`src/rtl/nn_pkg.sv`:
```
// Shared definitions for the layer-engine parameter loader: word format,
// default FIFO sizing and the loader run-state encoding.
package nn_pkg;

  localparam int DW_DEF    = 16;
  localparam int DEPTH_DEF = 64;
  localparam int CW_DEF    = $clog2(DEPTH_DEF) + 1;

  // Q8.8 fixed point, matching the engine datapath
  localparam int Q_INT_BITS  = 8;
  localparam int Q_FRAC_BITS = 8;

  typedef enum logic [1:0] {
    IDLE = 2'd0,
    FILL = 2'd1,
    RUN  = 2'd2
  } ld_state_t;

  // A zero neuron count still needs one buffered word before the engine starts.
  function automatic logic [6:0] fill_threshold(input logic [5:0] nl);
    return (nl == 6'd0) ? 7'd1 : {1'b0, nl};
  endfunction

endpackage

```
`src/rtl/nn_sync_fifo.sv`:
```
// Show-ahead synchronous FIFO with occupancy count. The head word is read
// combinationally from storage and reads as zero while the FIFO is empty.
module nn_sync_fifo #(
  parameter int DW    = 16,
  parameter int DEPTH = 64,
  parameter int CW    = $clog2(DEPTH) + 1
) (
  input  logic          clk,
  input  logic          rst_n,
  input  logic          flush,
  input  logic          wr_en,
  input  logic [DW-1:0] wr_data,
  input  logic          rd_en,
  output logic [DW-1:0] rd_data,
  output logic [CW-1:0] count,
  output logic          full,
  output logic          empty
);

  localparam int AW = (DEPTH > 1) ? $clog2(DEPTH) : 1;

  logic [DW-1:0] mem [DEPTH];
  logic [AW-1:0] wr_ptr_reg;
  logic [AW-1:0] rd_ptr_reg;
  logic [CW-1:0] count_reg;
  logic          do_wr;
  logic          do_rd;

  assign full  = (count_reg == CW'(DEPTH));
  assign empty = (count_reg == '0);
  assign count = count_reg;

  // Flush wins over any traffic in the same cycle.
  assign do_wr = wr_en && !full  && !flush;
  assign do_rd = rd_en && !empty && !flush;

  assign rd_data = empty ? '0 : mem[rd_ptr_reg];

  always_ff @(posedge clk) begin
    if (do_wr) begin
      mem[wr_ptr_reg] <= wr_data;
    end
  end

  always_ff @(posedge clk or negedge rst_n) begin
    if (!rst_n) begin
      wr_ptr_reg <= '0;
      rd_ptr_reg <= '0;
      count_reg  <= '0;
    end else if (flush) begin
      wr_ptr_reg <= '0;
      rd_ptr_reg <= '0;
      count_reg  <= '0;
    end else begin
      if (do_wr) begin
        wr_ptr_reg <= (wr_ptr_reg == AW'(DEPTH - 1)) ? '0 : wr_ptr_reg + 1'b1;
      end
      if (do_rd) begin
        rd_ptr_reg <= (rd_ptr_reg == AW'(DEPTH - 1)) ? '0 : rd_ptr_reg + 1'b1;
      end
      if (do_wr && !do_rd) begin
        count_reg <= count_reg + 1'b1;
      end else if (do_rd && !do_wr) begin
        count_reg <= count_reg - 1'b1;
      end
    end
  end

endmodule

```
`src/rtl/nn_param_loader.sv`:
```
// Weight/bias preloader for the layer compute engine: demuxes one tagged
// parameter stream into two FIFOs and gates the engine start on layer-1 fill.
module nn_param_loader
  import nn_pkg::*;
#(
  parameter int DW    = DW_DEF,
  parameter int DEPTH = DEPTH_DEF,
  parameter int CW    = $clog2(DEPTH) + 1
) (
  input  logic          clk,
  input  logic          rst_n,
  input  logic [DW-1:0] s_data,
  input  logic          s_is_bias,
  input  logic          s_valid,
  output logic          s_ready,
  input  logic          run_req,
  input  logic          flush,
  input  logic [5:0]    nl_first,
  input  logic          weight_en,
  input  logic          bias_en,
  input  logic          tot_complete,
  output logic [DW-1:0] wt_in,
  output logic [DW-1:0] bias_in,
  output logic          start,
  output logic          busy,
  output logic [CW-1:0] wt_count,
  output logic [CW-1:0] bias_count,
  output logic          underflow
);

  logic      wt_full, wt_empty;
  logic      bias_full, bias_empty;
  logic      wt_push, bias_push;
  logic      fill_done;
  logic      pop_empty;
  ld_state_t state_reg, state_next;
  logic      start_reg, start_next;
  logic      underflow_reg;

  // No pass-through: readiness depends only on the selected FIFO's fullness.
  assign s_ready   = s_is_bias ? !bias_full : !wt_full;
  assign wt_push   = s_valid && !s_is_bias && !wt_full;
  assign bias_push = s_valid &&  s_is_bias && !bias_full;

  nn_sync_fifo #(.DW(DW), .DEPTH(DEPTH), .CW(CW)) u_wt_fifo (
    .clk     (clk),
    .rst_n   (rst_n),
    .flush   (flush),
    .wr_en   (wt_push),
    .wr_data (s_data),
    .rd_en   (weight_en),
    .rd_data (wt_in),
    .count   (wt_count),
    .full    (wt_full),
    .empty   (wt_empty)
  );

  nn_sync_fifo #(.DW(DW), .DEPTH(DEPTH), .CW(CW)) u_bias_fifo (
    .clk     (clk),
    .rst_n   (rst_n),
    .flush   (flush),
    .wr_en   (bias_push),
    .wr_data (s_data),
    .rd_en   (bias_en),
    .rd_data (bias_in),
    .count   (bias_count),
    .full    (bias_full),
    .empty   (bias_empty)
  );

  assign fill_done = (32'(wt_count)   >= 32'(fill_threshold(nl_first))) &&
                     (32'(bias_count) >= 32'(fill_threshold(nl_first)));

  assign pop_empty = (weight_en && wt_empty) || (bias_en && bias_empty);

  always_comb begin
    state_next = state_reg;
    start_next = 1'b0;
    if (flush) begin
      state_next = IDLE;
    end else begin
      unique case (state_reg)
        IDLE: if (run_req) state_next = FILL;
        FILL: begin
          if (fill_done) begin
            state_next = RUN;
            start_next = 1'b1;
          end
        end
        RUN:  if (tot_complete) state_next = IDLE;
        default: state_next = IDLE;
      endcase
    end
  end

  always_ff @(posedge clk or negedge rst_n) begin
    if (!rst_n) begin
      state_reg <= IDLE;
      start_reg <= 1'b0;
    end else begin
      state_reg <= state_next;
      start_reg <= start_next;
    end
  end

  always_ff @(posedge clk or negedge rst_n) begin
    if (!rst_n) begin
      underflow_reg <= 1'b0;
    end else if (flush) begin
      underflow_reg <= 1'b0;
    end else if (pop_empty) begin
      underflow_reg <= 1'b1;
    end
  end

  assign start     = start_reg;
  assign busy      = (state_reg != IDLE);
  assign underflow = underflow_reg;

endmodule

```
`config.mk`:
```
export PLATFORM = sky130hd
export DESIGN_NAME = nn_param_loader
export DESIGN_NICKNAME = d
export VERILOG_FILES = /design/src/rtl/nn_pkg.sv /design/src/rtl/nn_sync_fifo.sv /design/src/rtl/nn_param_loader.sv
export SDC_FILE = /design/constraint.sdc
export NUM_CORES = 2
export LEC_CHECK = 0
export CAP_MARGIN = 20
export CORE_AREA = 2 2 384 386
export DETAILED_ROUTE_END_ITERATION = 10
export DIE_AREA = 0 0 386 388
export GPL_TIMING_DRIVEN = 0
export PLACE_DENSITY_LB_ADDON = 0.1
export SYNTH_ARGS = -nofsm -noshare
export SYNTH_HDL_FRONTEND = slang
export SYNTH_SLANG_ARGS = --single-unit
```
`constraint.sdc`:
```
create_clock -name clk -period 3.5 [get_ports clk]
set_input_delay 0.35 -clock clk [delete_from_list [all_inputs] [get_ports clk]]
set_output_delay 0.35 -clock clk [all_outputs]
set_load 0.005 [all_outputs]
```
Figure 1. Signal wires on met1.
Cells faint in the background.
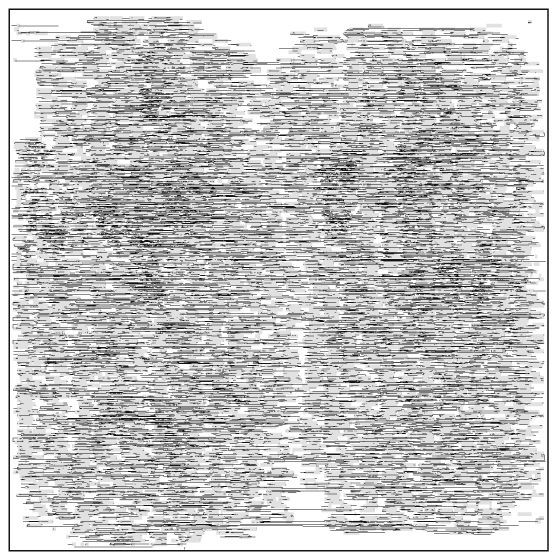
wire length on this layer: 83.2 mm
main direction: horizontal
share of all routed wire: 39%

Figure 2. Metal 2.
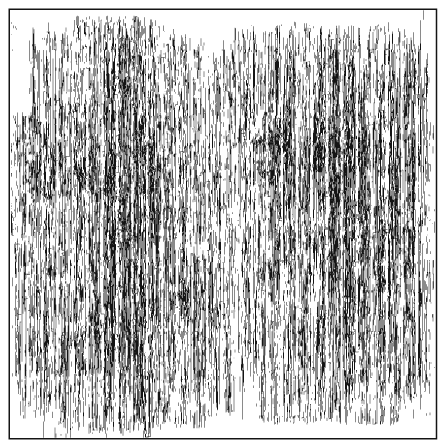
longest straight run: 152 um
wire length on this layer: 102 mm
main direction: vertical
nets with wire on the layer: 4019
share of all routed wire: 48%

==> impl_metrics.py <==
# Metrics from the implementation run
metrics = {
    "route": {
        "vias": 42000,
    },
    "global_routing": {
        "grt_antenna_before_repair": 1,
        "grt_max_degree": 101,
        "gr-usage-met1": 0.407,
        "grt_pass1_vias": 41700,
        "gr-usage-met2": 0.443,
    },
    "place": {
        "dp_cells": 5992,
    },
    "status": {
        "status": "finished with violations",
        "violations": "negative setup slack",
    },
    "timing": {
        "setup_viol": 61,
        "tightest_slew_ns": 1.03,
        "fin_setup_tns_ns": -5.13,
        "layout_setup_ws_ns": -0.252,
        "hold_viol": 0,
        "clock_skew_ns": 0.0230,
        "slew_violations": 0,
        "fmax_mhz": 267,
    },
    "final_layout": {
        "area_growth_pct": 21.0,
        "diodes": 0,
        "drive_gt1_frac": 0.376,
    },
    "worst_setup_path": {
        "crit_path_start_kind": "flop",
        "critPathKind": "flop to output port",
        "crit_chain": "buf_8, buf_12, buf_12, mux4_2, a22oi_1, nand2_2, a22oi_1, nand2_1, buf_2",
        "cp.arrival_ns": 3.40,
    },
    "power_and_ir_drop": {
        "leakagePower_nw": 30.6,
        "ir_drop_mv": 0.508,
    },
    "synth": {
        "synth_flop_count": 2090,
        "netlist_instances": 3839,
        "netlist_area_sq_um": 81000,
        "yosys_warnings": 0,
        "ys_seq_frac": 0.772,
        "synth-edff-count": 2048,
    },
    "floorplan": {
        "die_area_sq_um": 150000,
    },
    "cts": {
        "ctsLongestPathBuffers": 3,
        "htreeDepth": 4,
    },
}
worst max-delay path, delay by kind of cell (launching register included):
| family | cells | cell delay, ns |
|---|---|---|
| DFF | 1 | 0.52 |
| muxes | 1 | 0.51 |
| AOI/OAI and AO/OA | 2 | 0.46 |
| buffers and inverters | 4 | 0.72 |
| and+or+nand+nor | 2 | 0.35 |
through the flow:
| stage | instance area, sq um | hold WS [ns] | utilization | total power [mW] | setup WS [ns] |
|---|---|---|---|---|---|
| finish | 98000 | 0.0442 | 0.675 | 61.8 | -0.252 |
| global route | 98000 | 0.0363 | 0.675 | 63.6 | -0.323 |
| CTS | 97000 | 0.0118 | 0.668 | 61.1 | -0.339 |
| detailed placement | 87100 | 0.265 | 0.600 | 38.5 | -1.54 |
| global placement | 84200 | 0.493 | 0.580 | 38.4 | -2.40 |
| floorplan | 81100 | 0.0544 | - | 34.3 | -0.127 |
cell usage after synthesis, types with 25 or more instances:
cell type,number,area share
nor2_1,180,0.0083
mux4_2,468,0.13
a22oi_1,118,0.011
nand2_1,88,0.0041
buf_1,55,0.0025
nor3_1,31,0.0019
clkbuf_1,124,0.0057
buf_2,44,0.0027
a22o_1,29,0.0031
mux2i_1,134,0.017
edfxtp_1,2048,0.76
dfrtp_1,42,0.013
o22ai_1,53,0.0041
o21ai_0,36,0.0022
a21oi_1,74,0.0046
nand3_1,45,0.0028
a211oi_1,25,0.0023
ha_1,26,0.0040
cell type report:
class | count | area, sq um | area share
buffer | 216 | 2040 | 0.0209
inverter | 15 | 56.3 | 0.000574
multi-input combinational | 1509 | 20000 | 0.204
clock buffer | 260 | 5380 | 0.0549
sequential | 2090 | 62600 | 0.638
timing repair buffer | 375 | 4870 | 0.0497
tap | 1917 | 2400 | 0.0245
clock inverter | 107 | 777 | 0.00792
path summary, 6_finish.rpt:
check                                                from                endpoint  slack (ns)  cells past startpoint
max in group asynchronous                           rst_n    u_bias_fifo.count[3]        2.45                      3
min in group clk                                s_data[0]  u_bias_fifo.mem[26][0]        0.05                      1
worst min register to register               state_reg[1]                   start        0.50                      1
worst min-delay path                                rst_n    u_bias_fifo.count[4]        0.04                      3
worst max register to register         u_wt_fifo.count[1]      u_wt_fifo.count[6]       -0.09                     11
worst max-delay path            u_bias_fifo.rd_ptr_reg[0]             bias_in[11]       -0.25                      9
logic make-up after synthesis:
kind of cell	share of synthesized area
AND-OR/OR-AND	0.0365
XOR/XNOR	0.00219
adder cells (fa/ha/maj)	0.00451
buffers and inverters	0.0119
flip-flops	0.772
multiplexers	0.148
AND/OR/NAND/NOR	0.0252
layer usage:
metal,routed length (um),share of wire,up-vias
met4,10100,0.047,0
met1,83200,0.39,22100
met5,0,0,-
li1,-,-,17300
met2,102000,0.48,2190
met3,18800,0.088,391
where the power goes:
part           internal (mW)  switching (mW)  total, mW  leakage (nW)
Combinational           6.63            6.78       13.4          8.64
Clock                   11.5            9.09       20.6          2.99
Sequential              27.6           0.167       27.8          19.0
Total                   45.7            16.0       61.8          30.6
timing repair:
action,CTS,global route
setup endpoints to repair,818,196
pin swaps,129,93
hold buffers,5,0
resized,951,180
setup buffers,104,37
cloned,6,3
hold endpoints to repair,127,0
No activity file was given, so power comes from the tool's default toggle rates.
